Figure 1. Signal wires on met2.
Scale: 3 px per um.
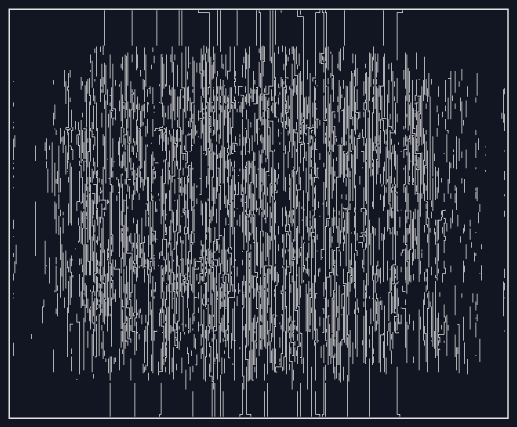
Figure 2. I/O nets highlighted.
Scale: 1.5 px per um.
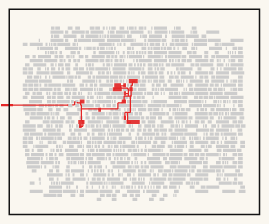
Figure 3. Routed metal, one colour a layer.
Scale: 1.5 px per um. Only two layers are drawn.
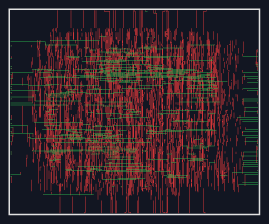
Figure 4. Pin placement.
Scale: 3 px per um. Pins as bars across the die edge, other pins in grey.
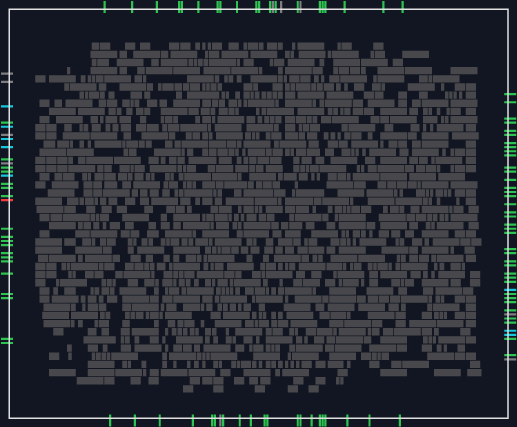
Figure 5. Placed standard cells.
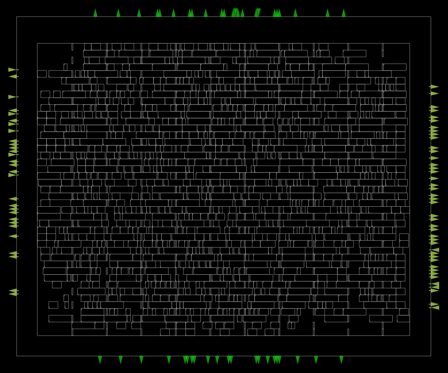
--- config.mk ---
export PLATFORM = sky130hd
export DESIGN_NAME = pipe_vector_packer
export DESIGN_NICKNAME = d
export VERILOG_FILES = /design/src/rtl/pipe_vector_packer.sv
export SDC_FILE = /design/constraint.sdc
export NUM_CORES = 1
export LEC_CHECK = 0
export CORE_ASPECT_RATIO = 0.8
export CORE_MARGIN = 8
export CORE_UTILIZATION = 62
export DETAILED_ROUTE_END_ITERATION = 12
export HOLD_SLACK_MARGIN = 0.05
export PLACE_DENSITY = 0.86
export REMOVE_ABC_BUFFERS = 1
export SLEW_MARGIN = 15
export SYNTH_ARGS = -nofsm -noshare
export SYNTH_HDL_FRONTEND = slang
export SYNTH_SLANG_ARGS = --single-unit
--- constraint.sdc ---
create_clock -name clk_in -period 5 [get_ports clk_in]
set_clock_uncertainty 0.2 [all_clocks]
set_input_delay 0.75 -clock clk_in [delete_from_list [all_inputs] [get_ports clk_in]]
set_output_delay 0.75 -clock clk_in [all_outputs]
set_load 0.01 [all_outputs]
--- src/rtl/pipe_vector_packer.sv ---
// Packs a serial stream of Width-bit beats into an Elements-lane vector, lane 0 first.
// A fill register and an output register let streaming run at one beat per cycle.
module pipe_vector_packer #(
    parameter int unsigned Elements = 12,
    parameter int unsigned Width    = 8
) (
    input  logic                               clk_in,
    input  logic                               rst_n_in,
    input  logic [Width-1:0]                   s_data_in,
    input  logic                               s_valid_in,
    input  logic                               s_last_in,
    output logic                               s_ready_out,
    output logic [Elements-1:0][Width-1:0]     m_data_out,
    output logic [$clog2(Elements+1)-1:0]      m_count_out,
    output logic                               m_valid_out,
    input  logic                               m_ready_in
);

    localparam int unsigned IdxW = (Elements > 1) ? $clog2(Elements) : 1;
    localparam int unsigned CntW = $clog2(Elements + 1);

    logic [Elements-1:0][Width-1:0] fill_q, fill_d;
    logic [Elements-1:0][Width-1:0] out_q, out_d;
    logic [Elements-1:0][Width-1:0] comp_vec;
    logic [IdxW-1:0]                idx_q, idx_d;
    logic [CntW-1:0]                pend_cnt_q, pend_cnt_d;
    logic [CntW-1:0]                out_cnt_q, out_cnt_d;
    logic                           pend_q, pend_d;
    logic                           out_valid_q, out_valid_d;
    logic                           accept, complete, xfer, out_free;

    assign s_ready_out = ~pend_q;
    assign m_data_out  = out_q;
    assign m_count_out = out_cnt_q;
    assign m_valid_out = out_valid_q;

    assign accept   = s_valid_in & ~pend_q;
    assign complete = accept & ((Elements == 1) || s_last_in ||
                                (idx_q == IdxW'(Elements - 1)));
    assign xfer     = out_valid_q & m_ready_in;
    assign out_free = ~out_valid_q | xfer;

    // Completed vector: lanes below idx from the fill reg, the current beat, zeros above.
    always_comb begin
        comp_vec = '0;
        for (int i = 0; i < int'(Elements); i++) begin
            if (IdxW'(i) < idx_q) begin
                comp_vec[i] = fill_q[i];
            end else if (IdxW'(i) == idx_q) begin
                comp_vec[i] = s_data_in;
            end
        end
    end

    always_comb begin
        fill_d      = fill_q;
        idx_d       = idx_q;
        pend_d      = pend_q;
        pend_cnt_d  = pend_cnt_q;
        out_d       = out_q;
        out_cnt_d   = out_cnt_q;
        out_valid_d = out_valid_q & ~xfer;
        if (pend_q) begin
            // Input is stalled; the held vector moves out as soon as the output drains.
            if (xfer) begin
                out_d       = fill_q;
                out_cnt_d   = pend_cnt_q;
                out_valid_d = 1'b1;
                pend_d      = 1'b0;
                fill_d      = '0;
            end
        end else if (accept) begin
            if (complete) begin
                idx_d = '0;
                if (out_free) begin
                    out_d       = comp_vec;
                    out_cnt_d   = CntW'(idx_q) + 1'b1;
                    out_valid_d = 1'b1;
                    fill_d      = '0;
                end else begin
                    fill_d     = comp_vec;
                    pend_cnt_d = CntW'(idx_q) + 1'b1;
                    pend_d     = 1'b1;
                end
            end else begin
                fill_d[idx_q] = s_data_in;
                idx_d         = idx_q + 1'b1;
            end
        end
    end

    always_ff @(posedge clk_in or negedge rst_n_in) begin
        if (!rst_n_in) begin
            fill_q      <= '0;
            idx_q       <= '0;
            pend_q      <= 1'b0;
            pend_cnt_q  <= '0;
            out_q       <= '0;
            out_cnt_q   <= '0;
            out_valid_q <= 1'b0;
        end else begin
            fill_q      <= fill_d;
            idx_q       <= idx_d;
            pend_q      <= pend_d;
            pend_cnt_q  <= pend_cnt_d;
            out_q       <= out_d;
            out_cnt_q   <= out_cnt_d;
            out_valid_q <= out_valid_d;
        end
    end

endmodule

==> GITHUB_STEP_SUMMARY <==
### Flow metrics

| Metric | Value |
|---|---|
| Logic area | 0.00534 mm2 |
| Max-Cap Viols | 0 |
| WL met3 | 3400 um |
| Initial antenna violation count | 0 |
| M1 WL | 12900 um |
| Worst r2r src | idx_q[1]$_DFFE_PN0P_ |
| Minimum clock period | 3.31 ns |
| Main area contributors | dfrtp_1, a22o_1, nand2_1 |
| Clock Sinks | 206 |
| Antenna cells | 0 |
| Most numerous logic cells after layout | dfrtp_1, nand2_1, clkdlybuf4s50_1, nor2_1 |
| Bufs w/o clock | 140 |
| Combinational power | 0.00340 W |
| Drt pass-1 iters | 6 |
| Setup repair bufs after CTS | 0 |
| Leak Pwr | 5.53 nW |
| CTS Buf Count | 21 |
| Clock-cell share | 5.38% |
| EDFF count, synth | 0 |
| Run status | finished, final reports clean |
| Commonest Layout Cell | dfrtp_1 |
| Cell Area, Synth | 0.0111 mm2 |
| Chip area | 0.0225 mm2 |
| Final Hold Vio Count | 0 |
| Logic share of the area | 41.5% |
| Fraction of layout cells with a size suffix above 1 | 11.9% |
| Multi-In Gates | 787 |
| Distinct cell type count after synthesis | 78 |
| Max VDD drop | 0.297 mV |
| Clock root cell | clkbuf_16 |
| Gate power share | 44.7% |
| Cells in synth_stat.txt | 1116 |
| Init Core Util | 63.8% |
| Final worst slack | 1.69 ns |
| Synthesis-stage register bit count | 206 |
| Clk pin slew, worst setup/hold paths | 0.06 ns |
| Cell Pwr Density | 591 mW/mm2 |
| XOR Share, Synth | 0.157% |
| FF-to-FF path depth | 8 |
| Drt via density | 6.72 |
| Worst R2R Setup Slack | 1.69 ns |
| Invs w/o clock | 15 |
| Yosys warns | 0 |
| Clock Tree Buf Depth | 3 |
| CTS tree | yes |
| CP arrival | 3.53 ns |
| Simple Share, Synth | 15.7% |
| Hold Slack | 0.104 ns |
| Post-route DRC | 0 |
| Post-route non-filler standard cell count | 1410 |
| Seq. pwr | 0.00262 W |
| Worst slack at placement | 1.28 ns |
| Cells after DPL | 1373 |
| Post-Synth AOI/OAI Area | 26.1% |
| Switching power | 0.00301 W |
| Post-CTS Hold Fix Bufs | 0 |
| Row cnt | 43 |
| NonClk Buf Share | 10.4% |
| First-pass GRT wire length | 50300 um |
| Post-synthesis sequential area ratio | 46.3% |
| Comb area leader | AND-OR/OR-AND gates |
| Yosys top cell area share | 46.3% |
| Clk_lat worst skew | 0.51 ns |
| Final GP Congestion | 0.858 |
| Max-slew violations | 0 |
| Met2 wire length | 13900 um |
| Post-Syn Area per Cell | 9.97 um2 |
## Picture notes: Figure 1
nets with wire on the layer = 996
share of all routed wire = 45%
wire length on this layer = 13900 um
met2 Use GR: 41.5%
vias post-DR: 9472

## Picture notes: Figure 2
red -> s_last_in  # bits 1, direction input, end cells 13, wire 170 um
port bufs: 114
Ports: 115

## Picture notes: Figure 3
red -> M2  # wire length 13900 um
green -> M3  # wire length 3400 um
All-Layer GR Usage: 26.8%
WL final: 31000 um
Routed WL per cell: 22.0 um

## Picture notes: Figure 4
red -> s_last_in  # pins 1, direction input, edge left
cyan -> s_data_in  # pins 8, direction input, edge 5 left, 3 right
green -> m_data_out  # pins 96, direction output, edge 37 right, 20 bottom, 20 top, 19 left
all pins by edge = 42 right, 29 left, 23 top, 21 bottom
Die Width: 166 um
die height: 136 um

## Picture notes: Figure 5
Seq/total area: 40.1%
# fillers: 1260
seq_cells: 206
core area: 0.0174 mm2

## metrics by stage
stage               total power [W]  utilization, %  instance area [um2]
floorplan                   0.00452               -                10500
global placement            0.00586            69.9                12200
detailed placement          0.00598            69.9                12200
CTS                         0.00760            73.8                12900
global route                0.00803            73.8                12900
finish                      0.00761            73.8                12900
## worst max-delay path by stage
stage / start / end / slack, ns / cells past startpoint
global route: idx_q[1]$_DFFE_PN0P_ / fill_q[27]$_DFFE_PN0P_ / 1.47 / 8
finish: idx_q[1]$_DFFE_PN0P_ / fill_q[25]$_DFFE_PN0P_ / 1.69 / 8
global placement: s_valid_in / m_data_out[7]$_DFFE_PN0P_ / 1.41 / 5
floorplan: idx_q[3]$_DFFE_PN0P_ / m_count_out[3]$_DFFE_PN0P_ / -0.47 / 3
CTS: idx_q[1]$_DFFE_PN0P_ / fill_q[25]$_DFFE_PN0P_ / 1.74 / 8
detailed placement: s_valid_in / m_data_out[1]$_DFFE_PN0P_ / 1.28 / 6
## cells in the mapped netlist, drive strengths merged (14+ instances only)
master,instances
mux2i,41
nand3,14
nor4bb,21
nor2,95
a221o,17
o21ai,118
clkbuf,41
o22ai,16
and3,25
buf,63
a22o,78
nand2,119
a221oi,33
dfrtp,206
o2bb2ai,16
a21oi,49
mux2,17
o21a,17
inv,15
## critical path, cell delays in order (launching register included)
cell       delay, ns
dfrtp_1         0.33
buf_4           0.37
ha_1            0.30
buf_4           0.47
nand3b_1        0.30
a21oi_2         0.47
buf_4           0.44
a22oi_1         0.12
o2bb2ai_1       0.21
## flip-flops by register name (all words and copies together) (netlist names)
name	flops
pend_cnt_q	4
pend_q	1
fill_q	96
m_valid_out	1
idx_q	4
m_data_out	96
m_count_out	4
Power figures rest on the tool's default switching activity, not on a simulated workload.
